[src/rtl/ram_burst_ctrl.sv]
// ram_burst_ctrl: single-command burst initiator for a RAM64_8-style word store.
// A command gives a start address, a length and a direction. A write burst moves words
// from a valid/ready source into the RAM. A read burst moves RAM words out to a
// valid/ready sink through a one-word registered slot.
//
// Ports:
//   clk, clr                  clock, synchronous active-high reset
//   cmd_valid/ready           command handshake; cmd_write, cmd_addr, cmd_len qualify it
//   wr_data/valid/ready       write-stream input
//   rd_data/valid/ready       read-stream output (rd_data registered)
//   busy, done                not idle; one-cycle completion pulse
//   ram_addr/data_in/write_en RAM drive; ram_data_out is the RAM's combinational read port
module ram_burst_ctrl #(
  parameter int unsigned WIDTH = 8,
  parameter int unsigned DEPTH = 64,
  parameter int unsigned AW    = 6
) (
  input  logic             clk,
  input  logic             clr,
  input  logic             cmd_valid,
  output logic             cmd_ready,
  input  logic             cmd_write,
  input  logic [AW-1:0]    cmd_addr,
  input  logic [AW:0]      cmd_len,
  input  logic [WIDTH-1:0] wr_data,
  input  logic             wr_valid,
  output logic             wr_ready,
  output logic [WIDTH-1:0] rd_data,
  output logic             rd_valid,
  input  logic             rd_ready,
  output logic             busy,
  output logic             done,
  output logic [WIDTH-1:0] ram_addr,
  output logic [WIDTH-1:0] ram_data_in,
  output logic             ram_write_en,
  input  logic [WIDTH-1:0] ram_data_out
);

  localparam logic [1:0] StIdle  = 2'd0;
  localparam logic [1:0] StWrite = 2'd1;
  localparam logic [1:0] StRead  = 2'd2;
  localparam logic [1:0] StDone  = 2'd3;

  localparam logic [AW:0]   LenMax   = (AW+1)'(DEPTH);
  localparam logic [AW-1:0] AddrLast = AW'(DEPTH - 1);

  logic [1:0]       state_q, state_d;
  logic [AW-1:0]    cur_addr_q, cur_addr_d;
  logic [AW:0]      remaining_q, remaining_d;
  logic [WIDTH-1:0] rd_data_q, rd_data_d;
  logic             rd_valid_q, rd_valid_d;

  logic [AW:0]      len_clamped;
  logic [AW-1:0]    addr_inc;
  logic             rd_load;

  assign len_clamped = (cmd_len > LenMax) ? LenMax : cmd_len;
  // Explicit wrap keeps addressing correct even if DEPTH is not a power of two.
  assign addr_inc    = (cur_addr_q == AddrLast) ? '0 : cur_addr_q + 1'b1;
  // Slot can take a new word when empty or being drained this cycle.
  assign rd_load     = (!rd_valid_q || rd_ready) && (remaining_q != '0);

  always_comb begin
    state_d      = state_q;
    cur_addr_d   = cur_addr_q;
    remaining_d  = remaining_q;
    rd_data_d    = rd_data_q;
    rd_valid_d   = rd_valid_q;
    cmd_ready    = 1'b0;
    wr_ready     = 1'b0;
    ram_write_en = 1'b0;
    ram_data_in  = '0;
    done         = 1'b0;

    case (state_q)
      StIdle: begin
        cmd_ready = 1'b1;
        if (cmd_valid) begin
          cur_addr_d  = cmd_addr;
          remaining_d = len_clamped;
          if (len_clamped == '0) begin
            state_d = StDone;
          end else if (cmd_write) begin
            state_d = StWrite;
          end else begin
            state_d = StRead;
          end
        end
      end

      StWrite: begin
        wr_ready     = 1'b1;
        ram_data_in  = wr_data;
        // Gate with clr so a reset edge never commits a stray word.
        ram_write_en = wr_valid && !clr;
        if (wr_valid) begin
          cur_addr_d  = addr_inc;
          remaining_d = remaining_q - 1'b1;
          if (remaining_q == (AW+1)'(1)) begin
            state_d = StDone;
          end
        end
      end

      StRead: begin
        if (rd_load) begin
          rd_data_d   = ram_data_out;
          rd_valid_d  = 1'b1;
          cur_addr_d  = addr_inc;
          remaining_d = remaining_q - 1'b1;
        end else if (rd_valid_q && rd_ready && (remaining_q == '0)) begin
          rd_valid_d = 1'b0;
          state_d    = StDone;
        end
      end

      StDone: begin
        done    = 1'b1;
        state_d = StIdle;
      end

      default: state_d = StIdle;
    endcase
  end

  always_ff @(posedge clk) begin
    if (clr) begin
      state_q     <= StIdle;
      cur_addr_q  <= '0;
      remaining_q <= '0;
      rd_data_q   <= '0;
      rd_valid_q  <= 1'b0;
    end else begin
      state_q     <= state_d;
      cur_addr_q  <= cur_addr_d;
      remaining_q <= remaining_d;
      rd_data_q   <= rd_data_d;
      rd_valid_q  <= rd_valid_d;
    end
  end

  assign busy     = (state_q != StIdle);
  assign rd_data  = rd_data_q;
  assign rd_valid = rd_valid_q;
  assign ram_addr = {{(WIDTH - AW){1'b0}}, cur_addr_q};

endmodule

[config.mk]
export PLATFORM = sky130hd
export DESIGN_NAME = ram_burst_ctrl
export DESIGN_NICKNAME = d
export VERILOG_FILES = /design/src/rtl/ram_burst_ctrl.sv
export SDC_FILE = /design/constraint.sdc
export NUM_CORES = 1
export LEC_CHECK = 0
export CAP_MARGIN = 40
export CORE_MARGIN = 4
export CORE_UTILIZATION = 39
export CTS_CLUSTER_SIZE = 16
export DETAILED_ROUTE_END_ITERATION = 10
export PLACE_DENSITY = 0.73
export SYNTH_ARGS = -nofsm -noshare
export SYNTH_HDL_FRONTEND = slang
export SYNTH_SLANG_ARGS = --single-unit
[constraint.sdc]
create_clock -name clk -period 1.75 [get_ports clk]
set_input_delay 0.35 -clock clk [delete_from_list [all_inputs] [get_ports clk]]
set_output_delay 0.35 -clock clk [all_outputs]
set_load 0.1 [all_outputs]
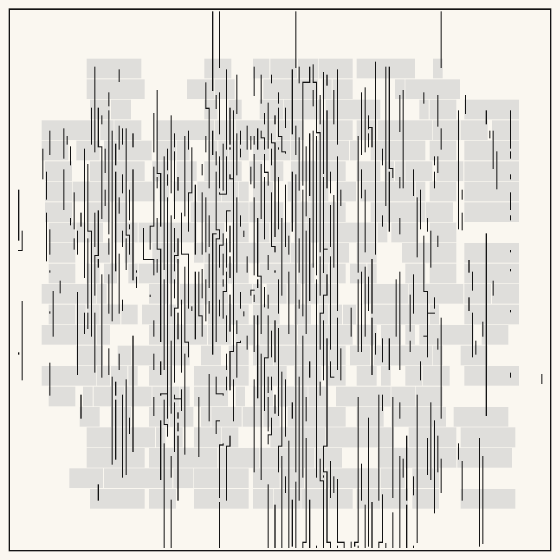
Fig. 1. Metal 2 (run 1).
share of all routed wire: 50%
nets with wire on the layer: 281
final WL: 5200 um
GRT met2 Usage: 33.78%
DR vias: 1,793

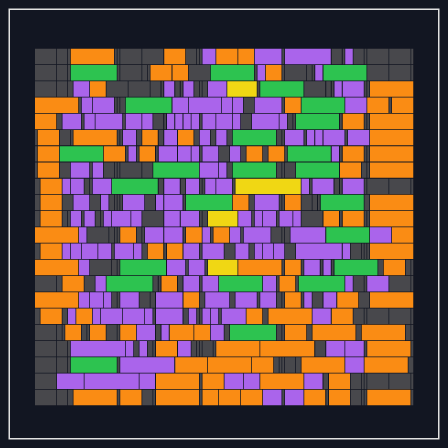
Fig. 2. Placement by cell class (run 1).
Fill, decap, tap and diode cells in grey.
| colour | class | cells | share of their area |
|---|---|---|---|
| orange | other buffers and delay cells | 96 | 41% |
| green | flip-flops | 24 | 17% |
| purple | all other logic | 155 | 39% |
| yellow | clock drivers and dummy loads | 4 | 2.5% |

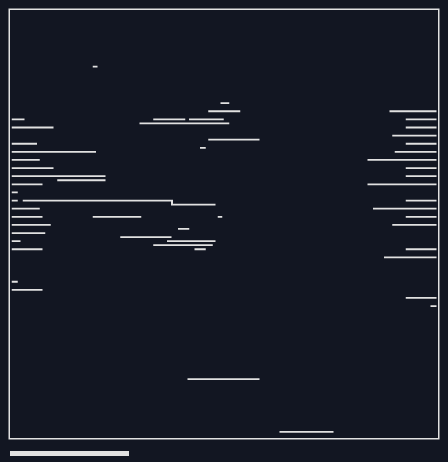
Fig. 3. Signal wires on met3 (run 1).
The bar under the picture is 20 um long.
main direction: horizontal
share of all routed wire: 6.6%
wire length on this layer: 344 um
longest straight run: 24.8 um

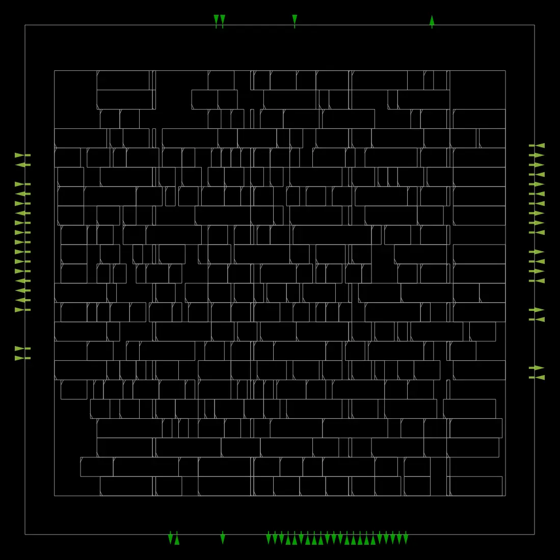
Fig. 4. Cell placement (run 1).
flop count: 24
Row Count: 22
sequential cell area share: 16.63%

==> results.cfg, run 1 <==
; synthesis and place-and-route metrics
[timing]
fin_setup_tns_ns = 0
hold_ws_ns = 0.5201
skew_ns = 0.006021
max_freq_mhz = 578.5

[grt]
grt_pass1_wl_um = 8052
met1_usage_pct = 22.97

[clock_tree]
postCtsSetupBuffers = 1
cts-buffers-inserted = 3
cts_tree = yes
cts_resized = 6

[logic_synthesis]
mux_area_share_pct = 7.036
ys_sh_simple_pct = 22.69
async_flop_share_pct = 0
synth_top_area_share_pct = 30.36

[placement]
gp_congestion = 0.8708

[critical_path]
cp-endpoint = remaining_q[4]$_SDFFE_PP0P_

[run_status]
outcome = finished clean

[die]
io_pins = 65
die_w_um = 71.71

[hold_path]
hold_depth = 2

[drt]
drtAntennaViolNets = 0
==> run 1 -> run 2 <==
- CORE_UTILIZATION: 39 -> 45
- DONT_BUFFER_PORTS: unset -> 1
- PLACE_DENSITY: 0.73 -> 0.58
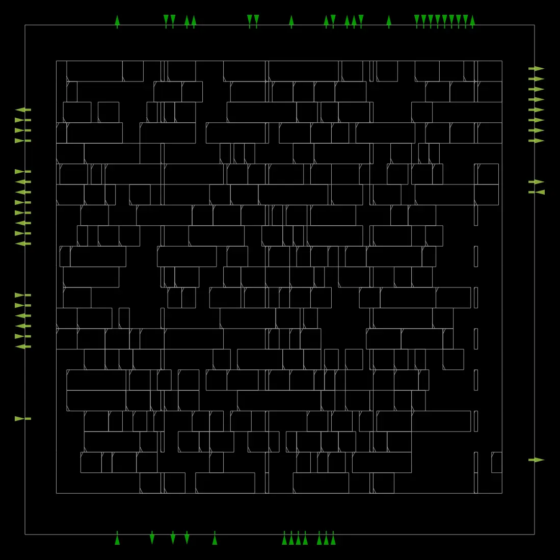
Fig. 5. Cell placement (run 2).
Tapcells: 46
Finished Layout Cells: 272
core area: 3363 um2
Row Count: 21
Fillers: 289

==> run 2 against run 1 <==
  * The flow now finishes with violations (setup timing)
  * Routed wire length is 11% lower
  * Sequential share of layout area is 6.5 points higher
  * Largest cell class is now combinational gates
  * Via count is 11% lower
  * Count of clock-buffer cells in the layout stayed put
  * Non-clock buffer count is 53 lower
  * Critical endpoint is now ram_write_en
  * Cell count is 17% lower
  * Flip-flop count stayed put
  * Worst hold slack worse by 0.46 ns
  * Worst setup slack worse by 0.053 ns
  * First-iteration DRC count is 29% higher
  * Critical path type is now reg2out
  * Synthesized cell count stayed put
  * Critical path depth is 1 lower
==> results.cfg, run 2 <==
; synthesis and place-and-route metrics
[run_status]
outcome = finished, violations left
violations = setup timing

[drt]
routed_wl_um = 4608
drtAntennaViolNets = 0
viasPerCell = 5.838
via_count = 1588

[timing]
max_freq_mhz = 561.1
fin_setup_tns_ns = -0.03733
hold_ws_ns = 0.06179
layout_setup_ws_ns = -0.03225
setup_violations = 4
period_minus_slack_ns = 1.782
skew_ns = 0.001983

[clock_tree]
postCtsSetupBuffers = 3
cts_tree = yes
cts_resized = 8
cts-buffers-inserted = 3
clockRootBuffer = clkbuf_4

[placement]
place_ws_ns = -0.01595
placed_area_um2 = 1963
gp_congestion = 0.8426

[hold_path]
hp-class = in2reg
hold_depth = 1

[critical_path]
crit_slowest_cell = dfxtp_2
reg2reg_to = state_q[0]$_SDFFE_PP0P_
cp-endpoint = ram_write_en

[die]
io_pins = 65
die_w_um = 67.31

[final_layout]
layout-drive-gt1-share_pct = 38.05
seq_area_um2 = 493.0
flops = 24

[logic_synthesis]
ys.flops = 24
async_flop_share_pct = 0
ys_sh_simple_pct = 22.69
yosysCellCount = 190
mux_area_share_pct = 7.036
synth_warnings = 0
synth_top_area_share_pct = 30.36
logic_family = AND-OR/OR-AND gates

[grt]
met1_usage_pct = 24.22
grt-ovfl-total = 0
grtUsageMet2_pct = 34.36
grt_pass1_wl_um = 7024

[run]
tool_warnings = 36
==> run 2 -> run 3 <==
- CORE_ASPECT_RATIO: unset -> 1.25
- CORE_UTILIZATION: 45 -> 50
- PLACE_DENSITY: 0.58 -> 0.64
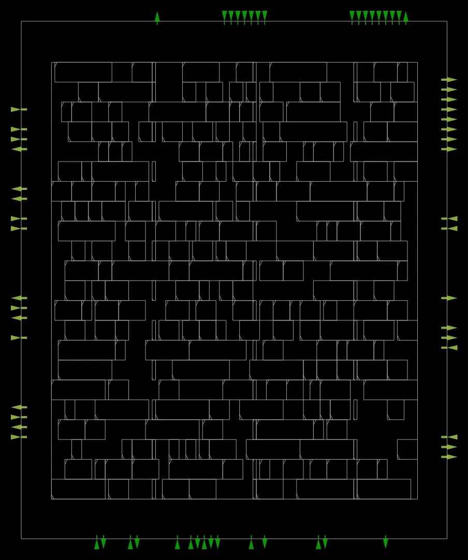
Fig. 6. Cell placement (run 3).
Fillers: 244
Row Count: 22
Tapcells: 36

==> run 3 against run 2 <==
  * Cell count is 2.9% lower
  * Register-to-register slack better by 0.06 ns
  * Critical path depth unchanged
  * Flip-flop count did not move
  * Worst hold slack better by 0.0012 ns
  * The flow still finishes with violations (setup timing)
  * Critical endpoint is now ram_data_in[2]
==> results.cfg, run 3 <==
; synthesis and place-and-route metrics
[run_status]
outcome = finished, violations left
violations = setup timing

[critical_path]
cp-endpoint = ram_data_in[2]
crit_slowest_cell = dfxtp_2
reg2reg_to = remaining_q[4]$_SDFFE_PP0P_

[die]
io_pins = 65
core_um2 = 3000
die_w_um = 58.33

[timing]
skew_ns = 0.01184
setup_violations = 5
period_minus_slack_ns = 1.759
fin_setup_tns_ns = -0.03366
max_freq_mhz = 568.5
layout_setup_ws_ns = -0.009048

[drt]
routed_wl_um = 4531
drtAntennaViolNets = 0
via_count = 1577

[grt]
grt_pass1_wl_um = 7383
grtUsageMet2_pct = 40.62
grt-ovfl-total = 0

[hold_path]
hp-class = in2reg
hold_depth = 1

[run]
tool_warnings = 36

[placement]
placed_area_um2 = 1951
gp_congestion = 0.9839

[final_layout]
layout-drive-gt1-share_pct = 39.04
seq_share_pct = 23.29

[clock_tree]
clockRootBuffer = clkbuf_4
cts_tree = yes
cts-buffers-inserted = 3
cts_resized = 10
postCtsSetupBuffers = 2

[logic_synthesis]
synth_top_area_share_pct = 30.36
ys_sh_simple_pct = 22.69
yosysCellCount = 190
logic_family = AND-OR/OR-AND gates

==> gallery <==
Nets reached from selected ports.
image #1
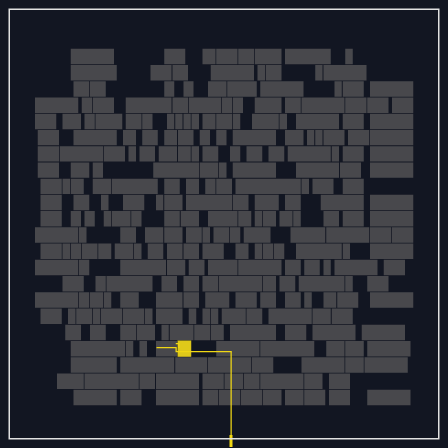
image #2
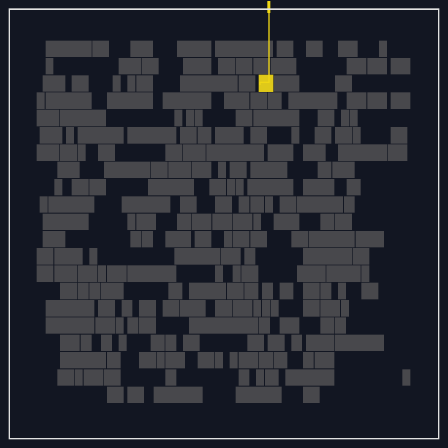
image #3
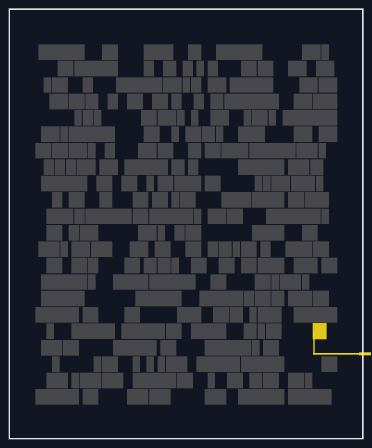
- most cells: image #1
- image #2 = run 2
- image #1 = run 1
- image #3 = run 3

Key to image #2:
| colour | port | direction | end cells | buffers | wire |
|---|---|---|---|---|---|
| yellow | cmd_valid | input | 1 | 0 | 12.8 um |

